===== src/rtl/memory_arbiter.sv =====
// Round-robin arbiter sharing one 64-bit backing-memory port between an
// instruction-refill port and a 32-bit data port; one access in flight at a time.
module memory_arbiter #(
    parameter int TIMEOUT_CYCLES = 255
) (
    input  logic        clk,
    input  logic        reset,
    input  logic        iReq,
    input  logic [31:0] iAddress,
    output logic        iValid,
    output logic [63:0] iData,
    input  logic        dReq,
    input  logic        dWrite,
    input  logic [31:0] dAddress,
    input  logic [31:0] dWriteData,
    input  logic [3:0]  dByteEnable,
    output logic        dValid,
    output logic [31:0] dReadData,
    output logic        memRequest,
    output logic        memWrite,
    output logic [31:0] memAddress,
    output logic [63:0] memWriteData,
    output logic [7:0]  memByteEnable,
    input  logic        memReady,
    input  logic [63:0] memReadData,
    output logic        grantData,
    output logic        timeoutError
);
    typedef enum logic [1:0] {IDLE, ISSUE, DONE} stateType;

    localparam logic [7:0] TIMEOUT_LAST = 8'(TIMEOUT_CYCLES - 1);

    stateType    state, nextState;
    logic        lastData;
    logic        grantSel;
    logic        writeLatch;
    logic        dHigh;
    logic [7:0]  waitCount;
    logic [63:0] lineBuf;
    logic        pickData;
    logic        timeoutHit;
    logic        unusedAddrBits;

    assign unusedAddrBits = ^{iAddress[2:0], dAddress[1:0]};

    // Data wins outright, or on a tie when instruction was granted last.
    assign pickData   = dReq && (!iReq || !lastData);
    assign timeoutHit = (state == ISSUE) && !memReady && (waitCount == TIMEOUT_LAST);

    always_comb begin
        nextState = state;
        case (state)
            IDLE:    if (iReq || dReq) nextState = ISSUE;
            ISSUE:   if (memReady || timeoutHit) nextState = DONE;
            DONE:    nextState = IDLE;
            default: nextState = IDLE;
        endcase
    end

    always_ff @(posedge clk or negedge reset) begin
        if (!reset) begin
            state         <= IDLE;
            lastData      <= 1'b0;
            grantSel      <= 1'b0;
            writeLatch    <= 1'b0;
            dHigh         <= 1'b0;
            waitCount     <= '0;
            lineBuf       <= '0;
            memAddress    <= '0;
            memWriteData  <= '0;
            memByteEnable <= '0;
            timeoutError  <= 1'b0;
        end else begin
            state <= nextState;
            case (state)
                IDLE: if (iReq || dReq) begin
                    grantSel  <= pickData;
                    waitCount <= '0;
                    if (pickData) begin
                        memAddress    <= {dAddress[31:3], 3'b000};
                        writeLatch    <= dWrite;
                        memWriteData  <= {dWriteData, dWriteData};
                        memByteEnable <= dAddress[2] ? {dByteEnable, 4'b0} : {4'b0, dByteEnable};
                        dHigh         <= dAddress[2];
                    end else begin
                        memAddress    <= {iAddress[31:3], 3'b000};
                        writeLatch    <= 1'b0;
                        memWriteData  <= '0;
                        memByteEnable <= '0;
                        dHigh         <= 1'b0;
                    end
                end
                ISSUE: begin
                    if (memReady) begin
                        lineBuf <= memReadData;
                    end else if (timeoutHit) begin
                        lineBuf      <= '0;
                        timeoutError <= 1'b1;
                    end else begin
                        waitCount <= waitCount + 8'd1;
                    end
                end
                DONE:    lastData <= grantSel;
                default: ;
            endcase
        end
    end

    assign memRequest = (state == ISSUE);
    assign memWrite   = (state == ISSUE) && writeLatch;
    assign iValid     = (state == DONE) && !grantSel;
    assign dValid     = (state == DONE) && grantSel;
    assign grantData  = grantSel;
    assign iData      = lineBuf;
    // Stores return zero; loads pick the word addressed by bit 2.
    assign dReadData  = writeLatch ? 32'h0 : (dHigh ? lineBuf[63:32] : lineBuf[31:0]);
endmodule


===== config.mk =====
export PLATFORM = sky130hd
export DESIGN_NAME = memory_arbiter
export DESIGN_NICKNAME = d
export VERILOG_FILES = /design/src/rtl/memory_arbiter.sv
export SDC_FILE = /design/constraint.sdc
export NUM_CORES = 1
export LEC_CHECK = 0
export ABC_AREA = 1
export CORE_ASPECT_RATIO = 0.5
export CORE_MARGIN = 3
export CORE_UTILIZATION = 42
export CTS_CLUSTER_SIZE = 28
export DETAILED_ROUTE_END_ITERATION = 12
export PLACE_DENSITY = 0.86
export SLEW_MARGIN = 20
export SYNTH_ARGS = -nofsm -noshare
export SYNTH_HDL_FRONTEND = slang
export SYNTH_SLANG_ARGS = --single-unit

===== constraint.sdc =====
create_clock -name clk -period 2.3 [get_ports clk]
set_input_delay 0.46 -clock clk [delete_from_list [all_inputs] [get_ports clk]]
set_output_delay 0.46 -clock clk [all_outputs]
set_load 0.005 [all_outputs]

==> run_1/class_map.png <==
(2 px per µm)
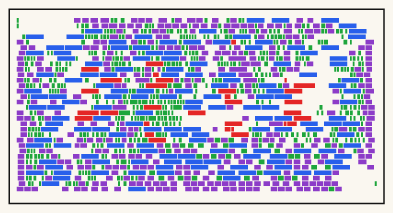
clock drivers and dummy loads: drawn in red, cells 31, share of their area 5.7%. remaining logic cells: drawn in green, cells 553, share of their area 24%. remaining buffers and delay cells: drawn in purple, cells 390, share of their area 36%. registers: drawn in blue, cells 148, share of their area 34%.
site row count: 32
end-of-flow core utilization: 71.7%
flop share of the area: 32.9%
Core Area: 15,700 µm²
post-route cell area: 11,200 µm²

==> run_1/m3.png <==
(3 px per µm) Cells faint in the background.
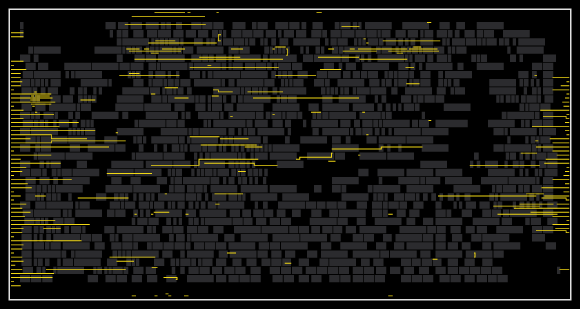
The layer carries 1,570 µm of wire. The longest straight run is 49.2 µm.
fraction of met3 tracks used by global routing: 5.75%
vias post-DR: 6,883

==> run_1/clock_nets.png <==
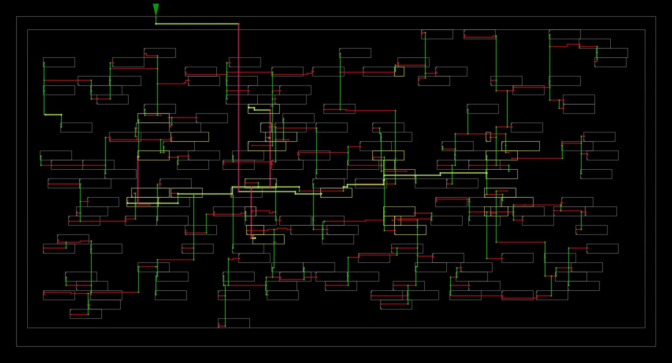
total clock network power: 2.98 mW
flip-flops: 148
Clock Buffer Count: 20
clock buffers created by TritonCTS: 17

==> metrics.cfg, run 1 <==
[critical_path]
worst-setup-path-type=reg2out
timing.critical_path.from_type=register
regToRegEndpoint=iData[42]$_DFFE_PN0P_
path_delay_family=buffers and inverters
worstPathBufferInverterCount=3
path_length_in_cells_of_the_critical_path=5
critical_path.endpoint_type=primary output
crit_path_top_delay_cell=sky130_fd_sc_hd__clkdlybuf4s50_1
cp-endpoint=dReadData[10]
critical_path.cell_chain=inv_2 > buf_12 > o21ai_0 > nor2_1 > clkdlybuf4s50_1
timing.reg2reg.setup_slack_ns=0.55
timing.critical_path.fanout_max=17
r2r.worst_path.cells=10
critPathMaxStageDelay_ns=0.52
worst_setup_path_startpoint=writeLatch$_DFFE_PN0P_
cp_data_required_time_ns=1.84

[power_and_ir_drop]
total_power_mw=15.6
power_combinational_mw=7.81
power_report.internal_total_mw=10.0
power.share.combinational_pct=50.0
power.static_leakage_nw=5.40
seq_power_share_pct=31.0
power_switching_mw=5.59
swShare_pct=35.8

[cts]
cts_htree_levels=4
clockBufferDepth=2
insertion_delay_ns=0.41
cts_tree=done
post_cts.repair.setup_buffers=1
cts.sink_count=148
postCtsHoldBufs=0
cts_root_buffer=sky130_fd_sc_hd__clkbuf_16
post_cts.resized_instances=17

[floorplanning]
well_tap_count=221
die_w_um=187
dieArea_um2=18000

[synthesis]
syn_inst_count=784
postSynthRegisterBits=148
ys_sh_aoi_pct=11.8
yosys.area_share.adder_pct=0.365
yosysWarnings=0
synth.area.top_cells=sky130_fd_sc_hd__dfrtp_1, sky130_fd_sc_hd__nand2_1, sky130_fd_sc_hd__nor2_1
post_synth_most_frequent_cells=sky130_fd_sc_hd__nand2_1, sky130_fd_sc_hd__dfrtp_1, sky130_fd_sc_hd__nor2_1, sky130_fd_sc_hd__nand3_1, sky130_fd_sc_hd__o21ai_0
topCombFamilyByArea=simple AND/OR/NAND/NOR gates
netlist_area_um2=6850
synth_top_cell_by_area=sky130_fd_sc_hd__dfrtp_1
ys.flop_type=sky130_fd_sc_hd__dfrtp_1
ys_cells=784
synthDominantCellAreaShare_pct=54.0
synth.mux.area_fraction_pct=0
edf_count=0
yosys.cell_types.count=29
synth-seq-area-share_pct=54.0

[timing]
maxClockFrequency_mhz=426
setup_total_negative_slack_ns=-0.0486
timing_worst_slew_pin_value_ns=0.701
min_period_ns=2.35
final.setup_skew_ns=0.0121
final-max-slew-violation-count=0
timing_hold_violations_final=4
layout_worst_path_cycle_share_pct=102
final.setup.worst_slack_ns=-0.0486
holdWs_ns=-0.00900
relSlewSlack_pct=53.2
final-setup-viol-count=1

[grt]
globalRoute.totalOverflow=0
grt_use_total_pct=25.0
number_of_global_route_vias_before_repair=6801
gr-usage-met2_pct=46.7
global_route.peak_usage_layer=met2

[layout]
antenna_cells_inserted=0
final.signal_inverter_count=16
synthToLayoutAreaGrowth_pct=64.1
drive_above_1_share_pct=10.5
final_layout_top_logic_cells=sky130_fd_sc_hd__clkdlybuf4s50_1, sky130_fd_sc_hd__nand2_1, sky130_fd_sc_hd__dfrtp_1
largest_register_ffs=64
layout.area.seq_um2=3700
final_cells=1343
final_layout_top_logic_cell=sky130_fd_sc_hd__clkdlybuf4s50_1
layout.comb_gates.multi_input=537
nonClockBufferCount=390
layout.nonclk_buf_share_pct=35.4
layout.filler_cells=1196
clk_share_pct=5.60
dominant-cell-class=buffers

[drt]
drt-pass1-iter-count=5
detailroute.wirelength.met2_um=12500
met3_wirelength_um=1570
drt-vias-per-instance=5.13
number_of_remaining_drc_errors=0
route.top_layer_used=met4
route.detailed.wl_per_inst_um=17.8
wire_length_the_detailed_router_placed_on_met1_um=9230

[placement]
gpl.final_weighted_congestion=0.851
total_placed_instance_area_um2=10500
post-place-cells=1307
detailedPlacementHpwl_um=16900

[flow_run]
openroad.warnings=32

[outcome]
run_status=complete, but fails checks
violated_checks=negative hold slack, negative setup slack

[worst_hold_path]
hold_class=in2async

==> run 1 -> run 2 <==
Settings changed: CAP_MARGIN from default to 20.
==> run_2/class_map.png <==
(2 px per µm)
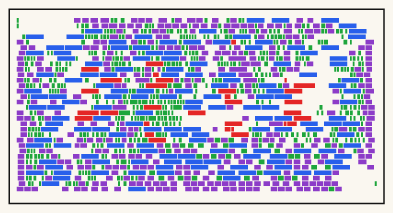
clock drivers and dummy loads: drawn in red, cells 31, share of their area 5.7%. remaining logic cells: drawn in green, cells 553, share of their area 24%. registers: drawn in blue, cells 148, share of their area 34%. remaining buffers and delay cells: drawn in purple, cells 390, share of their area 36%.

==> run_2/m3.png <==
(3 px per µm) Cells faint in the background.
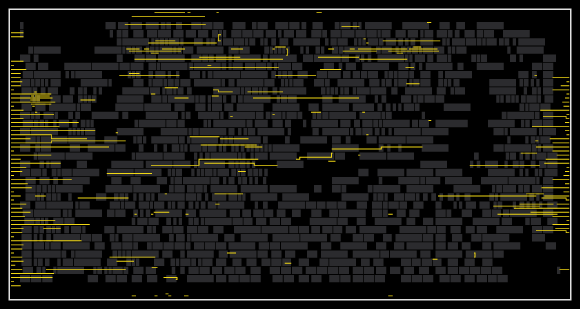
162 nets have wire on it. The layer carries 1,570 µm of wire. The layer holds 6.5% of the routed length. The wires run mostly horizontal.
overall routed net length: 23,900 µm

==> run 2 against run 1 <==
The run still ends with negative hold slack, negative setup slack left; global-route usage did not move; sequential power about the same; setup slack did not move; via count unchanged; critical path depth is the same; power unchanged; non-clock buffer count is the same; count of clock-buffer cells in the layout stayed put; synthesized cell count did not move; final cell count unchanged.
==> metrics.cfg, run 2 <==
[critical_path]
regToRegEndpoint=iData[42]$_DFFE_PN0P_
r2r.worst_path.cells=10
worst_setup_path_startpoint=writeLatch$_DFFE_PN0P_
timing.critical_path.fanout_max=17
path_length_in_cells_of_the_critical_path=5
critPathMaxStageDelay_ns=0.52
cp-endpoint=dReadData[10]
worstPathBufferInverterCount=3
critical_path.endpoint_type=primary output
worst-setup-path-type=reg2out
crit_path_top_delay_cell=sky130_fd_sc_hd__clkdlybuf4s50_1
critical_path.cell_chain=inv_2 > buf_12 > o21ai_0 > nor2_1 > clkdlybuf4s50_1
timing.critical_path.from_type=register
cp_data_required_time_ns=1.84
path_delay_family=buffers and inverters
timing.reg2reg.setup_slack_ns=0.55

[power_and_ir_drop]
power.share.combinational_pct=50.0
total_power_mw=15.6
power_switching_mw=5.59
power.static_leakage_nw=5.40
power_report.internal_total_mw=10.0
power.clock.total_mw=2.98
seq_power_share_pct=31.0
power_combinational_mw=7.81
swShare_pct=35.8

[worst_hold_path]
hold_class=in2async

[cts]
cts_buffers=17
post_cts.resized_instances=17
insertion_delay_ns=0.41
postCtsHoldBufs=0
cts.sink_count=148
cts_tree=done
clockBufferDepth=2
post_cts.repair.setup_buffers=1
cts_htree_levels=4

[grt]
grt_use_total_pct=25.0
global_route.peak_usage_layer=met2
grtUsageMet3_pct=5.75
gr-usage-met2_pct=46.7
grt_max_degree=65
number_of_global_route_vias_before_repair=6801
globalRoute.totalOverflow=0

[timing]
timing_hold_violations_final=4
layout_worst_path_cycle_share_pct=102
final.setup.worst_slack_ns=-0.0486
setup_total_negative_slack_ns=-0.0486
min_period_ns=2.35
final.setup_skew_ns=0.0121
holdWs_ns=-0.00900
timing_worst_slew_pin_value_ns=0.701
relSlewSlack_pct=53.2
maxClockFrequency_mhz=426
final-setup-viol-count=1
final-max-slew-violation-count=0

[outcome]
run_status=complete, but fails checks
violated_checks=negative hold slack, negative setup slack

[layout]
nonClockBufferCount=390
clk_share_pct=5.60
final.signal_inverter_count=16
synthToLayoutAreaGrowth_pct=64.1
layout.nonclk_buf_share_pct=35.4
postLayoutCellArea_um2=11200
layout.sequential_cells=148
final_layout_top_logic_cell=sky130_fd_sc_hd__clkdlybuf4s50_1
layout.comb_gates.multi_input=537
layout.area.seq_um2=3700
final_cells=1343
utilization_pct=71.7
final_layout_top_logic_cells=sky130_fd_sc_hd__clkdlybuf4s50_1, sky130_fd_sc_hd__nand2_1, sky130_fd_sc_hd__dfrtp_1
multiInputGateArea_um2=2590
seq_area_share_pct=32.9
layout.filler_cells=1196
dominant-cell-class=buffers

[synthesis]
synth.mux.area_fraction_pct=0
ys_sh_aoi_pct=11.8
postSynthRegisterBits=148
yosys.area_share.adder_pct=0.365
synth.area.top_cells=sky130_fd_sc_hd__dfrtp_1, sky130_fd_sc_hd__nand2_1, sky130_fd_sc_hd__nor2_1
yosys_area_um2=6850
ys.flop_type=sky130_fd_sc_hd__dfrtp_1
synth_top_cell_by_area=sky130_fd_sc_hd__dfrtp_1
topCombFamilyByArea=simple AND/OR/NAND/NOR gates
ys_cells=784
edf_count=0
synthDominantCellAreaShare_pct=54.0
syn_inst_count=784
yosysWarnings=0
post_synth_most_frequent_cells=sky130_fd_sc_hd__nand2_1, sky130_fd_sc_hd__dfrtp_1, sky130_fd_sc_hd__nor2_1, sky130_fd_sc_hd__nand3_1, sky130_fd_sc_hd__o21ai_0
netlist_area_um2=6850

[drt]
route.detailed.wl_per_inst_um=17.8
detailroute.wirelength.met2_um=12500
drt-pass1-iter-count=5
drt_antenna_net_count=0
wire_length_the_detailed_router_placed_on_met1_um=9230
met3_wirelength_um=1570
drt-vias-per-instance=5.13
number_of_remaining_drc_errors=0

[placement]
gpl.final_weighted_congestion=0.851
post-place-cells=1307
detailedPlacementHpwl_um=16900
total_placed_instance_area_um2=10500

[floorplanning]
rows=32
floorplan.core_area_um2=15700
dieArea_um2=18000
die_w_um=187
well_tap_count=221

[flow_run]
openroad.warnings=32

==> run_2/port_trees.png <==
(3 px per µm)
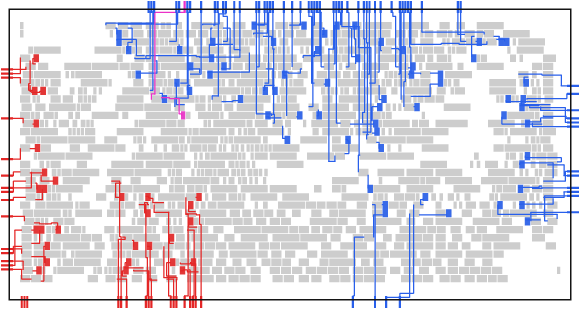
iAddress: drawn in red, bits 32, direction input, end cells 29, buffers 29, wire 590 µm. dWrite: drawn in magenta, bits 1, direction input, end cells 1, buffers 1, wire 53.7 µm. memReadData: drawn in blue, bits 64, direction input, end cells 64, buffers 64, wire 1,990 µm.
I/O Buffers: 367
IO Pins: 376

Power and IR drop assume default switching activity.
